### Cells colored by class, run 1

(6 px per µm) Fill, decap, tap and diode cells in gray.
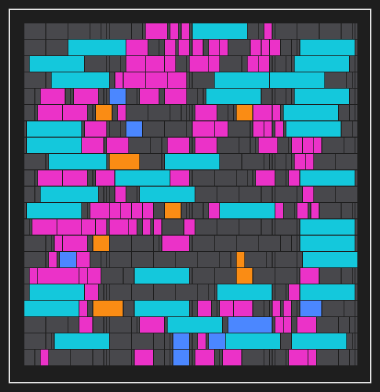
### Clock network drawn from the DEF, run 1

(10 px per µm)
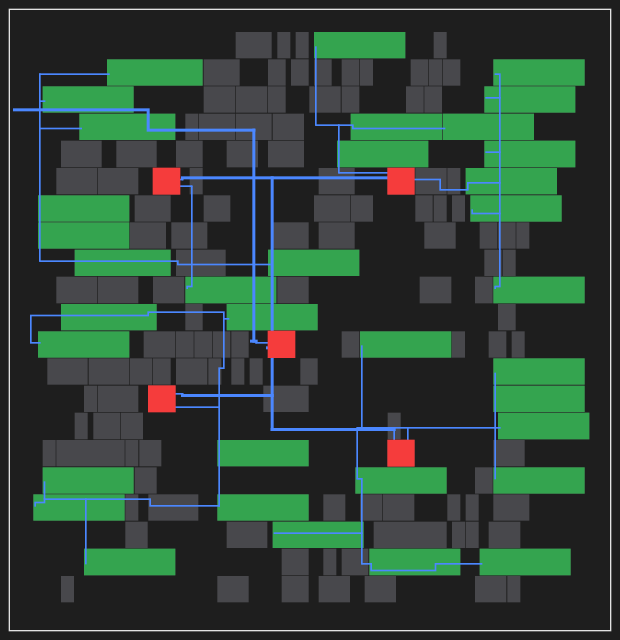
### Pin placement, run 1

(4 px per µm) Pins as bars across the die edge, other pins in gray.
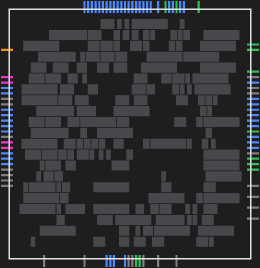
$ cat config.mk
export PLATFORM = sky130hd
export DESIGN_NAME = vga_layer_scheduler
export DESIGN_NICKNAME = d
export VERILOG_FILES = /design/src/rtl/vga_layer_scheduler.sv
export SDC_FILE = /design/constraint.sdc
export NUM_CORES = 1
export LEC_CHECK = 0
export CORE_AREA = 2 2 58 60
export DETAILED_ROUTE_END_ITERATION = 12
export DIE_AREA = 0 0 60 62
export DONT_BUFFER_PORTS = 1
export MAX_ROUTING_LAYER = met4
export PLACE_DENSITY = 0.71
export SLEW_MARGIN = 20
export SYNTH_ARGS = -nofsm -noshare
export SYNTH_HDL_FRONTEND = slang
export SYNTH_SLANG_ARGS = --single-unit
$ cat constraint.sdc
create_clock -name pixel_clk -period 1.6 [get_ports pixel_clk]
set_input_delay 0.32 -clock pixel_clk [delete_from_list [all_inputs] [get_ports pixel_clk]]
set_output_delay 0.32 -clock pixel_clk [all_outputs]
set_load 0.03 [all_outputs]
$ cat src/rtl/vga_layer_scheduler.sv
// rtl/vga_layer_scheduler.sv - fixed-priority pixel layer arbiter with blank-synchronised enable config
//
// Ports:
//   pixel_clk     pixel clock, all state on rising edge
//   reset         asynchronous active-low reset
//   video_active  visible-area qualifier from the timing generator
//   vblank_start  one-cycle pulse at the first line of vertical blanking
//   layer_req     per-layer opaque-pixel request
//   layer_color   per-layer colour, layer i at [i*COLOR_W +: COLOR_W]
//   cfg_valid     new enable mask offered
//   cfg_enable    offered enable mask
//   cfg_ready     shadow register free
//   color_data    registered arbitrated pixel
//   layer_grant   registered one-hot winner, aligned with color_data
//   frame_count   completed frames, mod 256
//   collision     sticky overlap flag (built only with VGA_LAYER_COLLISION_EN)
//
// Optional feature macro: VGA_LAYER_COLLISION_EN
module vga_layer_scheduler #(
    parameter int                 NUM_LAYERS = 4,
    parameter int                 COLOR_W    = 12,
    parameter logic [COLOR_W-1:0] BG_COLOR   = '0
) (
    input  logic                          pixel_clk,
    input  logic                          reset,
    input  logic                          video_active,
    input  logic                          vblank_start,
    input  logic [NUM_LAYERS-1:0]         layer_req,
    input  logic [NUM_LAYERS*COLOR_W-1:0] layer_color,
    input  logic                          cfg_valid,
    input  logic [NUM_LAYERS-1:0]         cfg_enable,
    output logic                          cfg_ready,
    output logic [COLOR_W-1:0]            color_data,
    output logic [NUM_LAYERS-1:0]         layer_grant,
    output logic [7:0]                    frame_count,
    output logic                          collision
);

    typedef enum logic [1:0] {
        BLANK  = 2'd0,
        UPDATE = 2'd1,
        ACTIVE = 2'd2
    } state_t;

    state_t                  state;
    state_t                  state_next;
    logic                    pending;
    logic [NUM_LAYERS-1:0]   shadow_mask;
    logic [NUM_LAYERS-1:0]   en_mask;
    logic [NUM_LAYERS-1:0]   masked;
    logic [COLOR_W-1:0]      win_color;
    logic [NUM_LAYERS-1:0]   win_grant;
    logic                    cfg_xfer;

    assign cfg_ready = !pending;
    assign cfg_xfer  = cfg_valid && !pending;

    always_ff @(posedge pixel_clk or negedge reset) begin
        if (!reset) begin
            state <= BLANK;
        end else begin
            state <= state_next;
        end
    end

    always_comb begin
        state_next = state;
        case (state)
            BLANK: begin
                if (pending) begin
                    state_next = UPDATE;
                end else if (video_active) begin
                    state_next = ACTIVE;
                end
            end
            UPDATE: begin
                state_next = video_active ? ACTIVE : BLANK;
            end
            ACTIVE: begin
                // Horizontal blanking drops video_active but stays in-frame.
                if (vblank_start) begin
                    state_next = BLANK;
                end
            end
            default: state_next = BLANK;
        endcase
    end

    // The active mask only changes at the end of UPDATE, so the pixel
    // sampled during UPDATE still sees the old mask.
    always_ff @(posedge pixel_clk or negedge reset) begin
        if (!reset) begin
            pending     <= 1'b0;
            shadow_mask <= '0;
            en_mask     <= '1;
        end else if (state == UPDATE) begin
            en_mask <= shadow_mask;
            pending <= 1'b0;
        end else if (cfg_xfer) begin
            shadow_mask <= cfg_enable;
            pending     <= 1'b1;
        end
    end

    // Ascending scan: a later (higher-index) hit overrides earlier ones.
    always_comb begin
        masked    = layer_req & en_mask;
        win_color = BG_COLOR;
        win_grant = '0;
        for (int i = 0; i < NUM_LAYERS; i++) begin
            if (masked[i]) begin
                win_color    = layer_color[i*COLOR_W +: COLOR_W];
                win_grant    = '0;
                win_grant[i] = 1'b1;
            end
        end
    end

    always_ff @(posedge pixel_clk or negedge reset) begin
        if (!reset) begin
            color_data  <= '0;
            layer_grant <= '0;
            frame_count <= '0;
        end else begin
            if (video_active) begin
                color_data  <= win_color;
                layer_grant <= win_grant;
            end else begin
                color_data  <= '0;
                layer_grant <= '0;
            end
            if (vblank_start) begin
                frame_count <= frame_count + 8'd1;
            end
        end
    end

`ifdef VGA_LAYER_COLLISION_EN
    logic overlap;

    // Clearing the lowest set bit leaves something only if two or more were set.
    assign overlap = video_active && (|(masked & (masked - NUM_LAYERS'(1))));

    always_ff @(posedge pixel_clk or negedge reset) begin
        if (!reset) begin
            collision <= 1'b0;
        end else if (overlap) begin
            collision <= 1'b1;
        end else if (vblank_start) begin
            collision <= 1'b0;
        end
    end
`else
    assign collision = 1'b0;
`endif

endmodule

==> flow_metrics.env, run 1 <==
# yosys + openroad results
export IMPL_fp_util_pct=52.1
export IMPL_ys_warnings_count=0
export IMPL_hold_class="in -> reg"
export IMPL_netlist_instances=153
export IMPL_grt_overflow=0
export IMPL_ys_top_logic_family="AND-OR/OR-AND gates"
export IMPL_crit_fanout=14
export IMPL_log_warning_count=26
export IMPL_fin_crit_ns=1.42
export IMPL_powerDensity_nw_per_um2=1950
export IMPL_largest_register="color_data"
export IMPL_top_regs="color_data x12, frame_count x8"
export IMPL_timing_max_cap_violations=0
export IMPL_finalSetupTns_ns=0
export IMPL_syn_avg_cell_area_um2=10.8
export IMPL_ys_types=26
export IMPL_status="complete, no violations"
export IMPL_edf_count=0
export IMPL_die_width_um=60
export IMPL_fin_skew_ns=0.00569
export IMPL_wire_per_inst_um=19.0
export IMPL_antenna_cells=0
export IMPL_vias=1292
export IMPL_ys_async_sr_fraction_pct=100
export IMPL_gp_congestion=0.804
export IMPL_setup_violations=0
export IMPL_critical_path_class="reg -> reg"
export IMPL_rsz0062_at_grt="no"
export IMPL_numCtsBuffers=5
export IMPL_antenna_left=0
export IMPL_area_delta_synth_final_pct=8.76
export IMPL_final_util_pct=56.7
export IMPL_cp_start_kind="register"
export IMPL_htreeDepth=2
export IMPL_worst_pin_slew_ns=0.522
export IMPL_synth_area_um2=1660
export IMPL_ys_sh_mux_pct=6.12
export IMPL_yosysCellCount=153
export IMPL_numSynthFlops=35
export IMPL_clock_sinks=35
export IMPL_flop_cell="dfrtp_1"
export IMPL_required_ns=1.81
export IMPL_tritoncts="built"
export IMPL_drt_wl_total_um=3860
export IMPL_fmax_ghz=0.706
export IMPL_drt_pass1_iter_count=4
export IMPL_simple_gate_area_share_pct=10.5
export IMPL_layout_nets=218
export IMPL_grt_pass1_wl_um=5580
export IMPL_grt_pass1_vias=1150
About 'Cells colored by class':
| color | class | cells |
|---|---|---|
| cyan | sequential cells | 35 |
| blue | remaining buffers and delay cells | 8 |
| orange | clock drivers and dummy loads | 8 |
| magenta | remaining logic cells | 106 |
flop share of the area: 48.9%
# rows: 21
core area: 3180 µm²

About 'Clock network drawn from the DEF':
[green] flip-flops | count: 35
[red] clock-net drivers | count: 5
[blue] clock wires | length: 410 µm
routed clock nets: 6
flops lie: spread over the die
P_clk: 0.000532 W
Latency at later pin: 0.33 ns

About 'Pin placement':
| color | port | pins | direction | edge |
|---|---|---|---|---|
| magenta | `cfg_enable` | 4 | input | left |
| orange | `pixel_clk` | 1 | input | left |
| blue | `layer_color` | 48 | input | 24 top, 10 left, 10 right, 4 bottom |
| green | `color_data` | 12 | output | 7 right, 3 top, 2 bottom |
input/output buffers: 0
DIE HEIGHT: 62 µm

[run 1: worst paths after layout]
path / start / endpoint / slack, ns / depth (start not counted)
worst max-delay path: en_mask[1] / color_data[7] / 0.18 / 3
worst min-delay path: vblank_start / frame_count[0] / 0.07 / 1
worst max register to register: en_mask[1] / color_data[7] / 0.18 / 3
worst min register to register: state[1] / state[0] / 0.48 / 1
max in group asynchronous: reset / en_mask[1] / 0.90 / 2
min in group asynchronous: reset / frame_count[0] / 0.44 / 2
[run 1: kinds of logic (layout without fill, tap and decap cells)]
logic type,after synthesis,after routing
AND-OR/OR-AND,50,50
XOR/XNOR,7,7
adder cells (fa/ha/maj),1,1
buffers and inverters,13,17
flip-flops,35,35
multiplexers,9,9
other,1,1
AND/OR/NAND/NOR,37,37
[run 1: worst max-delay path, stage by stage, from the launching register on]
cell and delay, ns:
dfstp_2 0.54, nand2_1 0.28, a41oi_1 0.37, o21ai_0 0.12
[run 1: routing by layer]
layer / track usage (%) / up-vias / share of wire [%]
met5: - / - / 0
met4: 6.67 / 0 / 1.2
met3: 8.07 / 6 / 8.1
met2: 32.6 / 66 / 48
met1: 27.4 / 649 / 43
li1: - / 571 / -
[run 1: stage by stage]
stage	cells	setup WS [ns]	total power (W)	hold WS, ns	instance area (µm²)
after floorplan	153	0.270	0.00268	0.0244	1660
after CTS	203	0.180	0.00355	0.0501	1800
after detailed placement	193	0.199	0.00298	0.0251	1700
after global placement	193	0.289	0.00291	0.0251	1700
final	203	0.184	0.00351	0.0669	1800
after global routing	203	0.0589	0.00376	0.0341	1800
[run 1: synth_stat cells, types with 2 or more instances]
master    count  area (µm²)
mux2_2        9         101
dfstp_2       4         105
a32o_1       12         120
clkbuf_1      5        18.8
nand4_1       2        12.5
nor2_1        7        26.3
and3_1        2        12.5
nand2b_1      2        12.5
nand2_1      20        75.1
o21ai_0      23         115
xnor2_1       3        26.3
a41oi_1      12         105
xor2_1        4        35.0
dfrtp_1      31         776
buf_2         6        30.0
[run 1: repair_timing]
item,CTS,global route
hold endpoints to repair,35,0
hold buffers,2,0
buffers inserted,0,0
[run 1: layout by cell type (no fill, tap or decap), drive strengths merged]
master	count
a41oi	12
nand4	2
nor3	1
nor3b	1
clkbuf	8
nand2	20
o22ai	1
ha	1
nand2b	2
a21boi	1
dfstp	4
buf	7
xor2	4
nand3	1
dlygate4sd3	1
dfrtp	31
inv	1
and3	2
a32o	12
o21ai	24
conb	1
xnor2	3
mux2	9
nor2b	1
nor2	7
[run 1: report_power, final]
| group | internal [W] | leakage [nW] | switching [W] |
|---|---|---|---|
| Clock | 0.000259 | 0.0386 | 0.000273 |
| Sequential | 0.00125 | 0.438 | 0.000589 |
| Combinational | 0.000544 | 0.269 | 0.000596 |
| Total | 0.00205 | 0.746 | 0.00146 |
[run 1: final cells by class]
class / instances / area (µm²) / share of cell area (%)
flip-flops and latches: 35 / 881 / 48.9
well taps: 46 / 57.6 / 3.19
inverters: 1 / 3.75 / 0.208
clock buffers: 8 / 68.8 / 3.82
multi-input cells: 105 / 716 / 39.7
repair buffers: 8 / 75.1 / 4.17
### The clock network, run 1

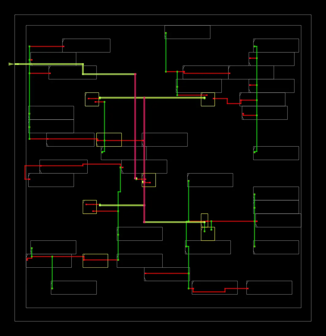

==> run 2, diff against run 1 <==
- CTS_BUF_LIST: not set -> sky130_fd_sc_hd__clkbuf_2 sky130_fd_sc_hd__clkbuf_4 sky130_fd_sc_hd__clkbuf_8
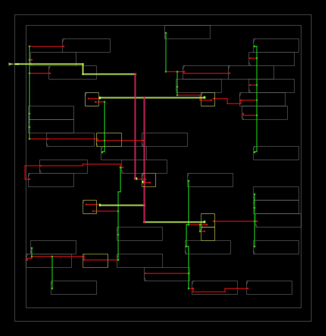
*The clock network, run 2*
clock buffer count in the final layout: 8
P_clk: 0.000550 W
flip-flops: 35
CTS Buf Count: 5

==> flow_metrics.env, run 2 <==
# yosys + openroad results
export IMPL_fp_util_pct=52.1
export IMPL_timing_max_cap_violations=0
export IMPL_rsz0062_at_grt="no"
export IMPL_htreeDepth=2
export IMPL_edf_count=0
export IMPL_post_cts_setup_buffer_count=0
export IMPL_tritoncts="built"
export IMPL_wire_per_inst_um=18.9
export IMPL_clock_sinks=35
export IMPL_antenna_cells=0
export IMPL_finalPower_w=0.00353
export IMPL_ys_types=26
export IMPL_worst_pin_slew_ns=0.506
export IMPL_die_width_um=60
export IMPL_powerDensity_nw_per_um2=1950
export IMPL_synth_most_common_cell="dfrtp_1"
export IMPL_area_delta_synth_final_pct=8.99
export IMPL_area_leaders="dfrtp_1 47%, a32o_1 7.3%, o21ai_0 6.9%"
export IMPL_required_ns=1.81
export IMPL_ys_warnings_count=0
export IMPL_core_area_um2=3180
export IMPL_yosysTopAreaCellShare_pct=46.8
export IMPL_crit_slowest_cell="dfstp_2"
export IMPL_final_layout_top_logic_cell="dfrtp_1"
export IMPL_finalSetupTns_ns=0
export IMPL_yosysTopAreaCell="dfrtp_1"
export IMPL_drt_wl_total_um=3850
export IMPL_r2r_slack_ns=0.19
export IMPL_ys_async_sr_fraction_pct=100
export IMPL_clk_latency_ns=0.33
export IMPL_status="complete, no violations"
export IMPL_fin_skew_ns=0.00569
export IMPL_portBuffers=0
export IMPL_drt_pass1_iter_count=4
export IMPL_r2r_end="color_data[3]"
export IMPL_log_warning_count=26
export IMPL_r2r_start="en_mask[1]"
export IMPL_die_h_um=62
export IMPL_grt_pass1_wl_um=5580
export IMPL_crit_fanout=14
export IMPL_layout_nets=218
export IMPL_worstPathCellList="nand2_1 -> a41oi_1 -> o21ai_0"
export IMPL_min_from="vblank_start"
export IMPL_holdWs_ns=0.0674
export IMPL_max_stage_delay_ns=0.54
export IMPL_yosys_top_cells_count="31 x dfrtp_1, 23 x o21ai_0, 20 x nand2_1"
export IMPL_fmax_ghz=0.708
export IMPL_setup_worst_path_end="color_data[3]"
export IMPL_rows=21
export IMPL_worst_path_stages=3
export IMPL_numSynthFlops=35
export IMPL_cp_start_kind="register"
export IMPL_critical_path_class="reg -> reg"
export IMPL_flop_cell="dfrtp_1"
export IMPL_startpoint="en_mask[1]"
export IMPL_netlist_instances=153
export IMPL_r2r_cells=3
export IMPL_hold_class="in -> reg"
export IMPL_gp_congestion=0.804
export IMPL_vias=1296
export IMPL_critical_path_buf_inv_count=0
export IMPL_antenna_left=0
export IMPL_synth_area_um2=1660
export IMPL_yosysCellCount=153
export IMPL_grt_pass1_vias=1150
export IMPL_cp_end_kind="register"
export IMPL_fin_crit_ns=1.41
export IMPL_grt_overflow=0
export IMPL_setup_violations=0
run 2: worst register-to-register path, cell delays in order (launching register included):
cell and delay [ns]:
dfstp_2 0.54, nand2_1 0.28, a41oi_1 0.35, o21ai_0 0.13
run 2: per-layer routing:
| metal | GRT usage [%] | part of all wire, % |
|---|---|---|
| met5 | - | 0 |
| met4 | 6.67 | 1.2 |
| met2 | 32.6 | 48 |
| met1 | 27.4 | 42 |
| met3 | 8.07 | 8.6 |
run 2: per-stage QoR:
step                      setup slack, ns  util [%]  cell area, µm²  cells
after floorplan                     0.270         -            1660    153
after global placement              0.289      53.6            1700    193
after detailed placement            0.199      53.6            1700    193
after CTS                           0.180      56.8            1810    203
after global routing               0.0589      56.8            1810    203
final                               0.187      56.8            1810    203
run 2: logic make-up (layout without fill, tap and decap cells):
logic type / Yosys count / after routing / share of synthesized area, %
other: 1 / 1 / 0.226
XOR/XNOR: 7 / 7 / 3.70
buffers and inverters: 13 / 17 / 3.63
adder cells (fa/ha/maj): 1 / 1 / 0.755
AND-OR/OR-AND: 50 / 50 / 21.9
flip-flops: 35 / 35 / 53.2
AND/OR/NAND/NOR: 37 / 37 / 10.5
multiplexers: 9 / 9 / 6.12
run 2: where the power goes:
| part | internal [W] | switching [W] |
|---|---|---|
| logic | 0.000544 | 0.000595 |
| clock network | 0.000276 | 0.000274 |
| registers | 0.00125 | 0.000589 |
run 2: how the worst min path moves through the flow:
stage	endpoint	slack, ns	cells past startpoint
detailed placement	frame_count[5]	0.03	0
finish	frame_count[0]	0.07	1
CTS	frame_count[0]	0.05	1
floorplan	color_data[0]	0.02	0
global route	frame_count[0]	0.03	1
global placement	frame_count[5]	0.03	0
run 2: final cells by class:
type	instances	area, µm²	area share [%]
Inverter	1	3.75	0.208
Timing Repair Buffer	8	75.1	4.16
Multi-Input combinational cell	105	716	39.6
Sequential cell	35	881	48.8
Tap cell	46	57.6	3.19
Clock buffer	8	72.6	4.02
run 2: timing repair:
| action | CTS | global route |
|---|---|---|
| hold buffers | 2 | 0 |
| endpoints found under the hold margin | 35 | 0 |
| resized | 0 | 0 |
Power is estimated from default activity; no workload was simulated.
